File: config.mk
export PLATFORM = sky130hd
export DESIGN_NAME = ram_stream_reader
export DESIGN_NICKNAME = d
export VERILOG_FILES = /design/src/rtl/ram_stream_reader.sv
export SDC_FILE = /design/constraint.sdc
export NUM_CORES = 1
export LEC_CHECK = 0
export CAP_MARGIN = 10
export CORE_ASPECT_RATIO = 0.7
export CORE_UTILIZATION = 54
export CTS_BUF_LIST = sky130_fd_sc_hd__clkbuf_4 sky130_fd_sc_hd__clkbuf_8 sky130_fd_sc_hd__clkbuf_16
export CTS_CLUSTER_DIAMETER = 80
export DETAILED_ROUTE_END_ITERATION = 8
export GPL_TIMING_DRIVEN = 0
export PLACE_DENSITY = 0.8
export REMOVE_ABC_BUFFERS = 1
export SYNTH_ARGS = -nofsm -noshare
export SYNTH_HDL_FRONTEND = slang
export SYNTH_SLANG_ARGS = --single-unit
File: constraint.sdc
create_clock -name clk -period 9.25 [get_ports clk]
set_input_delay 1.85 -clock clk [delete_from_list [all_inputs] [get_ports clk]]
set_output_delay 1.85 -clock clk [all_outputs]
set_load 0.01 [all_outputs]
File: src/rtl/ram_stream_reader.sv
// Read initiator for one port of the feature-map RAM: issues sequential reads,
// absorbs the fixed RAM latency and delivers the words as a valid/ready stream.
module ram_stream_reader #(
  parameter int DATA_WIDTH   = 16,
  parameter int ADDR_WIDTH   = 8,
  parameter int READ_LATENCY = 2,
  parameter int FIFO_DEPTH   = 4
) (
  input  logic                  clk,
  input  logic                  rst_n,
  input  logic                  start,
  input  logic [ADDR_WIDTH-1:0] base_addr,
  input  logic [ADDR_WIDTH:0]   length,
  output logic                  busy,
  output logic                  done,
  output logic [ADDR_WIDTH-1:0] ram_addr,
  output logic                  ram_we,
  output logic [DATA_WIDTH-1:0] ram_din,
  output logic                  ram_re,
  input  logic [DATA_WIDTH-1:0] ram_q,
  output logic [DATA_WIDTH-1:0] m_data,
  output logic                  m_valid,
  input  logic                  m_ready,
  output logic                  m_last
);

  localparam int PW = $clog2(FIFO_DEPTH);
  localparam int CW = $clog2(FIFO_DEPTH + READ_LATENCY + 2);
  localparam logic [ADDR_WIDTH:0] CNT_ONE = {{ADDR_WIDTH{1'b0}}, 1'b1};

  typedef enum logic [1:0] {IDLE, RUN, DRAIN, FIN} state_t;

  state_t                 state, state_next;
  logic [ADDR_WIDTH-1:0]  addr_cnt, addr_src;
  logic [ADDR_WIDTH:0]    issue_cnt, cnt_src;
  logic [READ_LATENCY:0]  vpipe, lpipe;
  logic [DATA_WIDTH:0]    fifo_mem [FIFO_DEPTH];
  logic [PW-1:0]          wr_ptr, rd_ptr;
  logic [PW:0]            fifo_count;
  logic [CW-1:0]          inflight, used;
  logic                   issue, issue_last, push, pop, head_last, credit;

  // Stream handshake: a word transfers on every edge where m_valid and m_ready
  // are both high; while m_valid is high the head entry is held unchanged.
  assign m_valid   = (fifo_count != '0);
  assign pop       = m_valid && m_ready;
  assign head_last = fifo_mem[rd_ptr][DATA_WIDTH];
  assign m_data    = m_valid ? fifo_mem[rd_ptr][DATA_WIDTH-1:0] : '0;
  assign m_last    = m_valid && head_last;
  assign push      = vpipe[READ_LATENCY];
  assign ram_re    = vpipe[0];
  assign ram_we    = 1'b0;
  assign ram_din   = '0;

  always_comb begin
    inflight = '0;
    for (int i = 0; i <= READ_LATENCY; i++) inflight = inflight + CW'(vpipe[i]);
  end

  // A slot freed by this cycle's pop is reusable at once; without it the
  // default sizing would stall every other cycle.
  assign used   = CW'(fifo_count) + inflight - CW'(pop);
  assign credit = (used < CW'(FIFO_DEPTH));

  always_comb begin
    state_next = state;
    issue      = 1'b0;
    addr_src   = addr_cnt;
    cnt_src    = issue_cnt;
    busy       = 1'b0;
    done       = 1'b0;
    case (state)
      IDLE: begin
        addr_src = base_addr;
        cnt_src  = length;
        if (start) begin
          if (length == '0) begin
            state_next = FIN;
          end else begin
            issue      = 1'b1;
            state_next = RUN;
          end
        end
      end
      RUN: begin
        busy = 1'b1;
        if (issue_cnt != '0 && credit) issue = 1'b1;
        if (issue_cnt == '0 || (issue && issue_cnt == CNT_ONE)) state_next = DRAIN;
      end
      DRAIN: begin
        busy = 1'b1;
        if (inflight == '0 && pop && head_last) state_next = FIN;
      end
      FIN: begin
        done       = 1'b1;
        state_next = IDLE;
      end
      default: state_next = IDLE;
    endcase
    issue_last = issue && (cnt_src == CNT_ONE);
  end

  always_ff @(posedge clk or negedge rst_n) begin
    if (!rst_n) state <= IDLE;
    else        state <= state_next;
  end

  always_ff @(posedge clk or negedge rst_n) begin
    if (!rst_n) begin
      ram_addr  <= '0;
      addr_cnt  <= '0;
      issue_cnt <= '0;
      vpipe     <= '0;
      lpipe     <= '0;
    end else begin
      if (issue) begin
        ram_addr  <= addr_src;
        addr_cnt  <= addr_src + 1'b1;
        issue_cnt <= cnt_src - 1'b1;
      end
      // vpipe[k] marks a read whose data reaches ram_q k cycles after ram_re
      if (READ_LATENCY > 0) begin
        vpipe <= {vpipe[READ_LATENCY-1:0], issue};
        lpipe <= {lpipe[READ_LATENCY-1:0], issue_last};
      end
    end
  end

  always_ff @(posedge clk) begin
    if (push) fifo_mem[wr_ptr] <= {lpipe[READ_LATENCY], ram_q};
  end

  always_ff @(posedge clk or negedge rst_n) begin
    if (!rst_n) begin
      wr_ptr     <= '0;
      rd_ptr     <= '0;
      fifo_count <= '0;
    end else begin
      if (push) wr_ptr <= wr_ptr + 1'b1;
      if (pop)  rd_ptr <= rd_ptr + 1'b1;
      case ({push, pop})
        2'b10:   fifo_count <= fifo_count + 1'b1;
        2'b01:   fifo_count <= fifo_count - 1'b1;
        default: fifo_count <= fifo_count;
      endcase
    end
  end

  fifo_no_overflow: assert property (@(posedge clk) disable iff (!rst_n)
    !(push && !pop && fifo_count == (PW+1)'(FIFO_DEPTH)));

endmodule

clock_wires.png
Bar = 20 um.
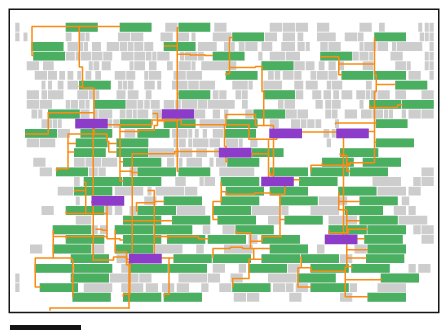
legend:
  orange:
    item: clock wires
    length: 1,190 um
  green:
    item: flip-flops
    count: 108
  purple:
    item: clock-net drivers
    count: 9
routed clock nets: 10
Fin Clk Skew: 0.00394 ns
Clock net power: 344 uW

class_map.png
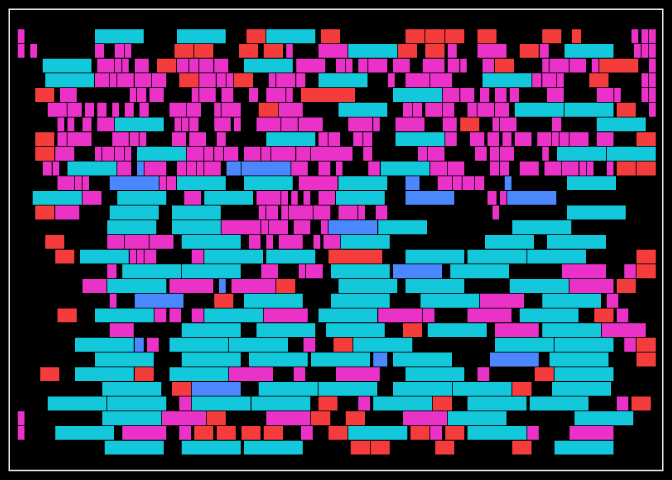
legend:
  red:
    class: remaining buffers and delay cells
    cells: 68
  cyan:
    class: registers
    cells: 108
  blue:
    class: clock drivers and dummy loads
    cells: 16
  magenta:
    class: remaining logic cells
    cells: 274
final instance area: 6290 um2
flop share of the area: 48.4%
Final Core Density: 67.4%
# rows: 29

gates.png
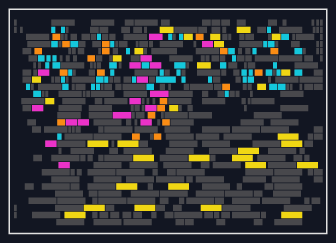
legend:
  orange:
    family: xor and xnor cells
    cells: 20
    most_used: xor2_1
  cyan:
    family: aoi and oai cells
    cells: 55
    most_used: o21ai_0
    where: a horizontal strip, top
  yellow:
    family: mux cells
    cells: 31
    most_used: mux4_2
    where: all over the die
  magenta:
    family: fa/ha/maj cells
    cells: 17
    most_used: ha_1
final cell count without fillers: 590
logic share of the area: 32.4%
most numerous logic cell after layout: edfxtp_1

clock_nets.png
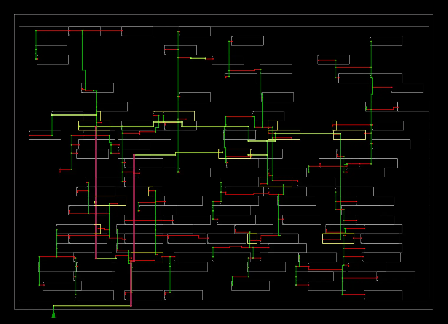
CLK BUF: 10
sequential cells: 108
Sink Count: 108
Skew-Pair Late Insertion Delay: 0.34 ns
TritonCTS buffer count: 9

==> flow_metrics.env <==
# implementation run metrics
export IMPL_status="complete, no violations"
export IMPL_wirelength_um=9940
export IMPL_clkTransAtPathRegs_ns=0.07
export IMPL_ys_cells=401
export IMPL_drt_iter0_drc=232
export IMPL_common_cells="edfxtp_1, dfrtp_1, and2_1, nor2_1"
export IMPL_ys_sh_simple_pct=10.8
export IMPL_inv_count=17
export IMPL_netlist_area_um2=5330
export IMPL_routed_wl_met2_um=4730
export IMPL_dr_total_vias=3303
export IMPL_hold_class="flop to flop"
export IMPL_grt_use_met3_pct=4.70
export IMPL_wire_per_inst_um=16.8
export IMPL_met1_usage_pct=29.9
export IMPL_cap_violations=0
export IMPL_p_comb_mw=1.07
export IMPL_powerDensity_nw_per_um2=349
export IMPL_yosysTopAreaCell="edfxtp_1"
export IMPL_cts_resized=0
export IMPL_crit_end="ram_addr[0]"
export IMPL_hpwlAfterDp_um=6710
export IMPL_clockPowerShare_pct=15.7
export IMPL_grt_overflow=0
export IMPL_ys_sh_mux_pct=10.1
export IMPL_worst_ep_arrival_time_ns=5.13
export IMPL_rsz0062_at_grt="false"
export IMPL_top_cell_area_share_pct=38.3
export IMPL_antenna_found_initial=0
export IMPL_cts_tree="done"
export IMPL_cts_root_buf="clkbuf_16"
export IMPL_ys_seq_share_pct=57.1
export IMPL_regMostFlops="fifo_mem"
export IMPL_p_leak_nw=2.35
export IMPL_dp_cells=573
export IMPL_crit_path_end_kind="flop"
export IMPL_min_to="lpipe[1]"
export IMPL_first_global_vias=3264
export IMPL_worst_r2r_endpoint="ram_addr[0]"
export IMPL_crit_type="input pin to flop"
export IMPL_most_common_cell="edfxtp_1"
export IMPL_flop_cell="edfxtp_1"
export IMPL_met1_length_um=4760
export IMPL_cpMaxStageDelayCell="a31oi_4"
export IMPL_hold_start="lpipe[0]"
export IMPL_ys_warn_count=0
export IMPL_maxSlewViolCount=0
export IMPL_xor_share_pct=3.29
export IMPL_logic_gate_count=257
export IMPL_path_cells="clkdlybuf4s50_1 > and2_1 > ha_1 > inv_1 > ha_1 > and3b_2 > or3_1 > a31oi_4 > inv_4 > mux2_4"
export IMPL_dr_wl_met3_um=364
placed cells by master (no fill, tap or decap), types with 6 or more instances in the layout:
master | Yosys | layout
a21oi_1 | 12 | 12
conb_1 | 1 | 17
mux2i_1 | 9 | 9
o21ai_0 | 20 | 20
xor2_1 | 11 | 11
clkdlybuf4s50_1 | 0 | 64
mux4_2 | 17 | 17
dfrtp_1 | 40 | 40
ha_1 | 15 | 14
nor2_1 | 21 | 21
edfxtp_1 | 68 | 68
clkbuf_16 | 0 | 9
nand3_1 | 11 | 11
nand2_1 | 19 | 19
xnor2_1 | 9 | 9
o21ai_2 | 6 | 6
a22oi_1 | 7 | 7
inv_1 | 15 | 15
and2_1 | 22 | 22
nor3_1 | 6 | 6
Power and IR drop assume default switching activity.
